Figure 1. Met1 routing (run 1).
(3 px per um) Supply wires on this layer in gray.
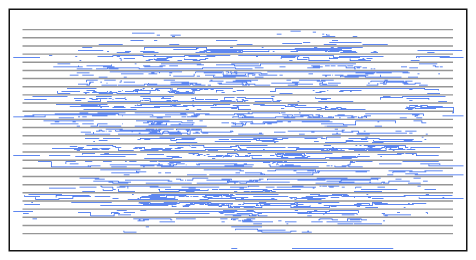
Figure 2. The metal 2 layer (run 1).
(2 px per um)
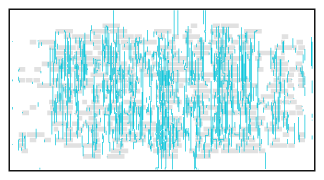
Figure 3. The metal 3 layer (run 1).
(3 px per um)
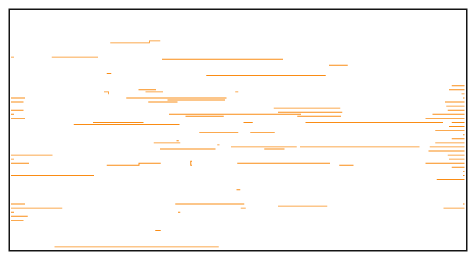
Figure 4. The metal 4 layer (run 1).
(3 px per um) Supply wires on this layer in gray.
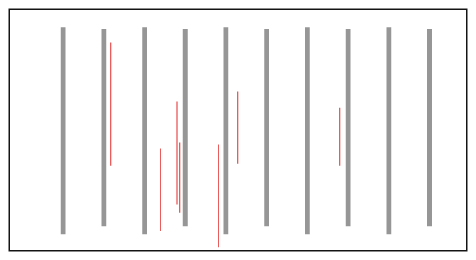
`config.mk`:
```
export PLATFORM = sky130hd
export DESIGN_NAME = alu_operand_stage
export DESIGN_NICKNAME = d
export VERILOG_FILES = /design/src/rtl/alu_operand_stage_pkg.sv /design/src/rtl/alu_operand_stage_regfile.sv /design/src/rtl/alu_operand_stage.sv
export SDC_FILE = /design/constraint.sdc
export NUM_CORES = 1
export LEC_CHECK = 0
export CORE_ASPECT_RATIO = 0.5
export CORE_MARGIN = 4
export CORE_UTILIZATION = 45
export DETAILED_ROUTE_END_ITERATION = 8
export PLACE_DENSITY_LB_ADDON = 0.15
export SYNTH_ARGS = -nofsm -noshare
export SYNTH_HDL_FRONTEND = slang
export SYNTH_SLANG_ARGS = --single-unit
```
`constraint.sdc`:
```
create_clock -name clk_i -period 3.9 [get_ports clk_i]
set_input_delay 0.78 -clock clk_i [delete_from_list [all_inputs] [get_ports clk_i]]
set_output_delay 0.78 -clock clk_i [all_outputs]
set_load 0.03 [all_outputs]
```
`src/rtl/alu_operand_stage_pkg.sv`:
```
// Shared constants for the ALU issue stage: opcodes, instruction field positions, widths.
// Also provides the compare-op decode that separates CB-updating ops from register-writing ops.
package alu_operand_stage_pkg;

   localparam int DATA_W     = 8;
   localparam int REG_ADDR_W = 3;
   localparam int NUM_REGS   = 8;
   localparam int OPC_W      = 3;
   localparam int INSTR_W    = 9;

   localparam int OPC_HI = 8;
   localparam int OPC_LO = 6;
   localparam int RS_HI  = 5;
   localparam int RS_LO  = 3;
   localparam int RT_HI  = 2;
   localparam int RT_LO  = 0;

   localparam logic [OPC_W-1:0] OP_AND = 3'b000;
   localparam logic [OPC_W-1:0] OP_ADD = 3'b001;
   localparam logic [OPC_W-1:0] OP_SLL = 3'b010;
   localparam logic [OPC_W-1:0] OP_SRL = 3'b011;
   localparam logic [OPC_W-1:0] OP_SUB = 3'b100;
   localparam logic [OPC_W-1:0] OP_SLT = 3'b101;
   localparam logic [OPC_W-1:0] OP_ABS = 3'b110;
   localparam logic [OPC_W-1:0] OP_SEQ = 3'b111;

   // Compare ops write only the condition bit, never a register.
   function automatic logic is_cmp_op(input logic [OPC_W-1:0] opc);
      return (opc == OP_SLT) || (opc == OP_SEQ);
   endfunction

endpackage

```
`src/rtl/alu_operand_stage_regfile.sv`:
```
// Architectural 8x8 register file: two combinational read ports, one write port, async reset to zero.
// Reads see a same-cycle write (bypass); no backpressure, writes land on every strobed edge.
module alu_regfile #(
   parameter int NUM_REGS = 8,
   parameter int DATA_W   = 8,
   parameter int ADDR_W   = 3
) (
   input  logic              clk_i,
   input  logic              rst_i,
   input  logic [ADDR_W-1:0] rd_a_addr,
   output logic [DATA_W-1:0] rd_a_data,
   input  logic [ADDR_W-1:0] rd_b_addr,
   output logic [DATA_W-1:0] rd_b_data,
   input  logic              wr_en,
   input  logic [ADDR_W-1:0] wr_addr,
   input  logic [DATA_W-1:0] wr_data
);

   logic [DATA_W-1:0] mem [NUM_REGS];

   always_ff @(posedge clk_i or posedge rst_i) begin
      if (rst_i) begin
         for (int i = 0; i < NUM_REGS; i++) begin
            mem[i] <= '0;
         end
      end else if (wr_en) begin
         mem[wr_addr] <= wr_data;
      end
   end

   // Each port bypasses independently, so rs == rt both pick up the in-flight write.
   assign rd_a_data = (wr_en && (wr_addr == rd_a_addr)) ? wr_data : mem[rd_a_addr];
   assign rd_b_data = (wr_en && (wr_addr == rd_b_addr)) ? wr_data : mem[rd_b_addr];

endmodule

```
`src/rtl/alu_operand_stage.sv`:
```
// Issue stage ahead of the 8-bit ALU: decodes, reads operands, holds one op in a registered slot.
// Latency 1 cycle instr->op_valid_o; instr_ready_o = !op_valid_o || op_ready_i (pass-through on consume).
module alu_operand_stage #(
   parameter int NUM_REGS = 8,
   parameter int DATA_W   = 8
) (
   input  logic              clk_i,
   input  logic              rst_i,
   input  logic              instr_valid_i,
   input  logic [8:0]        instr_i,
   output logic              instr_ready_o,
   output logic [2:0]        opcode_o,
   output logic [DATA_W-1:0] rs_o,
   output logic [DATA_W-1:0] rt_o,
   output logic [2:0]        dest_o,
   output logic              wb_req_o,
   output logic              cb_req_o,
   output logic              op_valid_o,
   input  logic              op_ready_i,
   input  logic              wb_en_i,
   input  logic [2:0]        wb_addr_i,
   input  logic [DATA_W-1:0] wb_data_i,
   input  logic              cb_en_i,
   input  logic              cb_i,
   output logic              cb_o
);

   import alu_operand_stage_pkg::*;

   logic                  accept;
   logic [OPC_W-1:0]      dec_opc;
   logic [REG_ADDR_W-1:0] dec_rs;
   logic [REG_ADDR_W-1:0] dec_rt;
   logic [DATA_W-1:0]     rd_rs_dat;
   logic [DATA_W-1:0]     rd_rt_dat;

   assign dec_opc = instr_i[OPC_HI:OPC_LO];
   assign dec_rs  = instr_i[RS_HI:RS_LO];
   assign dec_rt  = instr_i[RT_HI:RT_LO];

   assign instr_ready_o = !op_valid_o || op_ready_i;
   assign accept        = instr_valid_i && instr_ready_o;

   alu_regfile #(
      .NUM_REGS (NUM_REGS),
      .DATA_W   (DATA_W),
      .ADDR_W   (REG_ADDR_W)
   ) u_regfile (
      .clk_i     (clk_i),
      .rst_i     (rst_i),
      .rd_a_addr (dec_rs),
      .rd_a_data (rd_rs_dat),
      .rd_b_addr (dec_rt),
      .rd_b_data (rd_rt_dat),
      .wr_en     (wb_en_i),
      .wr_addr   (wb_addr_i),
      .wr_data   (wb_data_i)
   );

   // Operands are captured once at accept; a stalled op never re-reads the file.
   always_ff @(posedge clk_i or posedge rst_i) begin
      if (rst_i) begin
         op_valid_o <= 1'b0;
         opcode_o   <= '0;
         rs_o       <= '0;
         rt_o       <= '0;
         dest_o     <= '0;
         wb_req_o   <= 1'b0;
         cb_req_o   <= 1'b0;
      end else if (accept) begin
         op_valid_o <= 1'b1;
         opcode_o   <= dec_opc;
         rs_o       <= rd_rs_dat;
         rt_o       <= rd_rt_dat;
         dest_o     <= dec_rs;
         wb_req_o   <= !is_cmp_op(dec_opc);
         cb_req_o   <= is_cmp_op(dec_opc);
      end else if (op_ready_i) begin
         op_valid_o <= 1'b0;
      end
   end

   always_ff @(posedge clk_i or posedge rst_i) begin
      if (rst_i) begin
         cb_o <= 1'b0;
      end else if (cb_en_i) begin
         cb_o <= cb_i;
      end
   end

endmodule

```
==> summary.rpt, run 1 <==
==== FLOW RESULTS ====
----------------------------------------------------
[Status]
  Run status ........................ completed

[STA]
  Total Neg Setup Slack ........................ 0 ns
  Clock period minus worst slack ........................ 2.851 ns
  Setup violations, final ........................ 0
  Slew @ Worst Pin ........................ about 0.8 ns
  Fmax ........................ 350.8 MHz
  Max-slew violation count ........................ 0
  Post-route clock period utilization ........................ 73.09%
  Worst-case headroom to the max-slew limit ........................ a little under half
  Worst hold slack after final layout ........................ slightly below 0.5 ns

[Setup path]
  Critical Path Sink ........................ instr_ready_o
  Buffering stage count on the worst path with inverters included ........................ 2
  Setup crit end kind ........................ output port
  CP startpoint ........................ op_ready_i
  Slowest stage delay, CP ........................ 0.69 ns
  Worst flop-to-flop path endpoint ........................ rt_o[5]$_DFFE_PP0P_
  Cell family contributing the most delay on the critical path ........................ buffers and inverters
  Class of the most critical setup path ........................ in -> out
  Flop2flop setup slack ........................ around 2.1 ns
  Stages on the worst setup path ........................ 3
  Biggest fanout along the worst timing path ........................ 3

[Clocking]
  Clock sink count ........................ about 90
  Total CTS buffers ........................ 9
  Clock tree from TritonCTS ........................ yes
  Root Buffer Master ........................ sky130_fd_sc_hd__clkbuf_16

[Cells and area]
  Most common cell after layout, fill and taps aside ........................ sky130_fd_sc_hd__dfrtp_1
  Diode count ........................ 0
  Most used cells in the layout excluding fill and tap cells ........................ 90 x sky130_fd_sc_hd__dfrtp_1, 72 x sky130_fd_sc_hd__mux2_2, 53 x sky130_fd_sc_hd__clkdlybuf4s50_1
  Top reg by flops ........................ u_regfile.mem
  Combinational Gates ........................ between 150 and 200
  Number of flip-flops in the largest register ........................ 64
  Area growth from synthesis to layout ........................ 19.29%
  Top class by area ........................ registers
  Fraction of layout instances using a drive strength above 1 ........................ between 30 and 40%
  Layout clock area frac ........................ between 5 and 6%
  Inverter tally of the final layout excluding the clock network ........................ 1
  Count of plain and timing-repair buffers ........................ roughly 66
  Final net count ........................ ~370
  Regs by FF count ........................ u_regfile.mem x64, rs_o x8, rt_o x8

[Pwr]
  Power per cell area ........................ ~540 nW/um2
  Reported clock group power ........................ roughly 880 uW
  Total internal power ........................ ~2100 uW
  Combinational Power Share ........................ 26.8%
  Total power after layout ........................ roughly 3000 uW

[Global routing]
  GR Overflow Total ........................ 0
  Global-route total usage across every layer ........................ around 20%
  Global-route wire length before repair ........................ about 18,000 um
  Layer with the highest usage after global routing ........................ met2
  Antenna violations before repair ........................ 0
  Via count of the first global-routing pass ........................ 3,099

[Floorplan]
  Height of the die ........................ 79.98 um
  Die W ........................ 152.0 um
  Top-level port count ........................ around 54

[Yosys]
  Avg Cell Area, Syn ........................ 15.60 um2
  Yosys warns ........................ 0
  Async SR Flop Fraction ........................ 100.0%
  Dominant kind of combinational cell ........................ multiplexers
  Dominant Register Cell ........................ sky130_fd_sc_hd__dfrtp_1
  Top cells by instance count after synthesis ........................ 90 x sky130_fd_sc_hd__dfrtp_1, 72 x sky130_fd_sc_hd__mux2_2, 18 x sky130_fd_sc_hd__mux4_2
  Adder Share, Synth ........................ 0%
  Top area contributor share ........................ 48.30%
  Cell types with the largest area share after synthesis ........................ sky130_fd_sc_hd__dfrtp_1 48%, sky130_fd_sc_hd__mux2_2 17%, sky130_fd_sc_hd__mux4_2 8.7%
  Cell type contributing the most total cell area after synthesis ........................ sky130_fd_sc_hd__dfrtp_1
  YS chip area ........................ ~4700 um2
  Post-synthesis cell type count ........................ 26
  Post-synth EDFFs ........................ 0
  Number of instances in the synthesized netlist ........................ 299
  Share of synthesized area occupied by flip-flops and latches ........................ 48.30%

[Routing]
  Met2 WL ........................ 4979 um
  Number of routed nets with antenna violations ........................ 0
  Top Layer Used ........................ met4
  Via density per instance ........................ 6.056
  Drt first-iter violations ........................ about 230
  Metal1 wirelength ........................ around 5300 um
  Post-detailed-route wirelength per cell ........................ 23.56 um
  Drt drc ........................ 0

[Place]
  Post-Place Setup Slack ........................ between 0.9 and 1 ns
  GPL Wtd Cong ........................ approximately 0.8
  Total placed instance area ........................ around 5300 um2
  Total placed cells including tap cells ........................ about 470
  Number of buffers inserted by port buffering ........................ between 50 and 60

[Hold path]
  Hold worst-path end ........................ cb_req_o$_DFFE_PP0P_

----------------------------------------------------
-- Figure 1 (at the start) --
main direction = horizontal
nets with wire on the layer = 329
via total after detailed routing: 2,937
met1 track demand over resource in global routing: 29.43%
Detailed Route WL: 11,430 um

-- Figure 2 (at the start) --
share of all routed wire = 44%
longest straight run = 40.1 um
main direction = vertical
nets with wire on the layer = 343
met2 routing resource usage after global routing: 29.69%

-- Figure 3 (at the start) --
nets with wire on the layer = 65
longest straight run = 54.5 um
share of all routed wire = 8.0%
wire length on this layer = 919 um
main direction = horizontal
met3 track demand over resource: 5.306%

-- Figure 4 (at the start) --
longest straight run = 40.8 um
share of all routed wire = 1.8%
nets with wire on the layer = 5
main direction = vertical
wire length on this layer = 202 um

--- run 2 (diff from run 1) ---
==> constraint.sdc (replaced) <==
create_clock -name clk_i -period 2.9 [get_ports clk_i]
set_input_delay 0.58 -clock clk_i [delete_from_list [all_inputs] [get_ports clk_i]]
set_output_delay 0.58 -clock clk_i [all_outputs]
set_load 0.03 [all_outputs]
==> summary.rpt, run 2 <==
==== FLOW RESULTS ====
----------------------------------------------------
[Place]
  GPL Wtd Cong ........................ 0.8020 (+1.8%)
  Post-Place Setup Slack ........................ 0.1431 ns (-0.7806 ns)
  Number of buffers inserted by port buffering ........................ 53 (unchanged)
  Total placed instance area ........................ 5405 um2 (+2.8%)

[Routing]
  Drt drc ........................ 0 (unchanged)
  Met2 WL ........................ 5079 um (+2.0%)
  Metal1 wirelength ........................ 5295 um (-0.64%)
  Number of routed nets with antenna violations ........................ 0 (unchanged)
  Drt first-iter violations ........................ 165 (-28%)

[Pwr]
  Total internal power ........................ 2757 uW (+31%)
  Total power after layout ........................ 3899 uW (+31%)
  Reported clock group power ........................ 1080 uW (+20%)

[Yosys]
  Post-synthesis cell type count ........................ 26 (unchanged)
  Yosys warns ........................ 0 (unchanged)
  Adder Share, Synth ........................ 0% (unchanged)
  Async SR Flop Fraction ........................ 100.0% (unchanged)
  Dominant kind of combinational cell ........................ multiplexers
  Post-synth EDFFs ........................ 0 (unchanged)
  Cell types with the largest area share after synthesis ........................ sky130_fd_sc_hd__dfrtp_1 48%, sky130_fd_sc_hd__mux2_2 17%, sky130_fd_sc_hd__mux4_2 8.7%

[Setup path]
  Buffering stage count on the worst path with inverters included ........................ 1 (-1)
  Biggest fanout along the worst timing path ........................ 10 (+7)
  Cell family contributing the most delay on the critical path ........................ simple AND/OR/NAND/NOR gates
  Critical Path Sink ........................ rt_o[1]$_DFFE_PP0P_
  Flop2flop setup slack ........................ 0.99 ns (-1.15 ns)
  Class of the most critical setup path ........................ in -> reg

[STA]
  Total Neg Setup Slack ........................ 0 ns (unchanged)
  Slew @ Worst Pin ........................ 0.9792 ns (+0.1998 ns)
  Clock period minus worst slack ........................ ~2.5 ns

[Hold path]
  Hold worst-path end ........................ cb_req_o$_DFFE_PP0P_

[Cells and area]
  Number of flip-flops in the largest register ........................ 64 (unchanged)
  Most common cell after layout, fill and taps aside ........................ sky130_fd_sc_hd__dfrtp_1
  Area growth from synthesis to layout ........................ 21.71%
  Final net count ........................ 387 (+3.8%)
  Diode count ........................ 0 (unchanged)

[Global routing]
  Global-route total usage across every layer ........................ 20.30% (+0.11 points)
  Global-route wire length before repair ........................ 18,460 um (+0.53%)
  Met3 track demand over resource ........................ 6.822% (+1.5 points)
  Met1 track demand over resource in global routing ........................ 28.28% (-1.1 points)
  GR Overflow Total ........................ 0 (unchanged)
  Met2 routing resource usage after global routing ........................ 30.31% (+0.62 points)

[Status]
  Run status ........................ completed

[Clocking]
  Clock sink count ........................ 90 (unchanged)

----------------------------------------------------
Figure 5. The metal 3 layer (run 2).
(3 px per um)
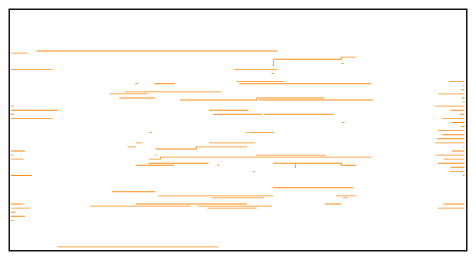
main direction = horizontal
wire length on this layer = 1,090 um
nets with wire on the layer = 64
share of all routed wire = 9.4%
longest straight run = 80.0 um

Figure 6. The metal 2 layer (run 2).
(2 px per um)
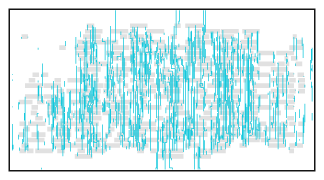
wire length on this layer = 5,080 um
nets with wire on the layer = 353

Power is estimated from default activity; no workload was simulated.
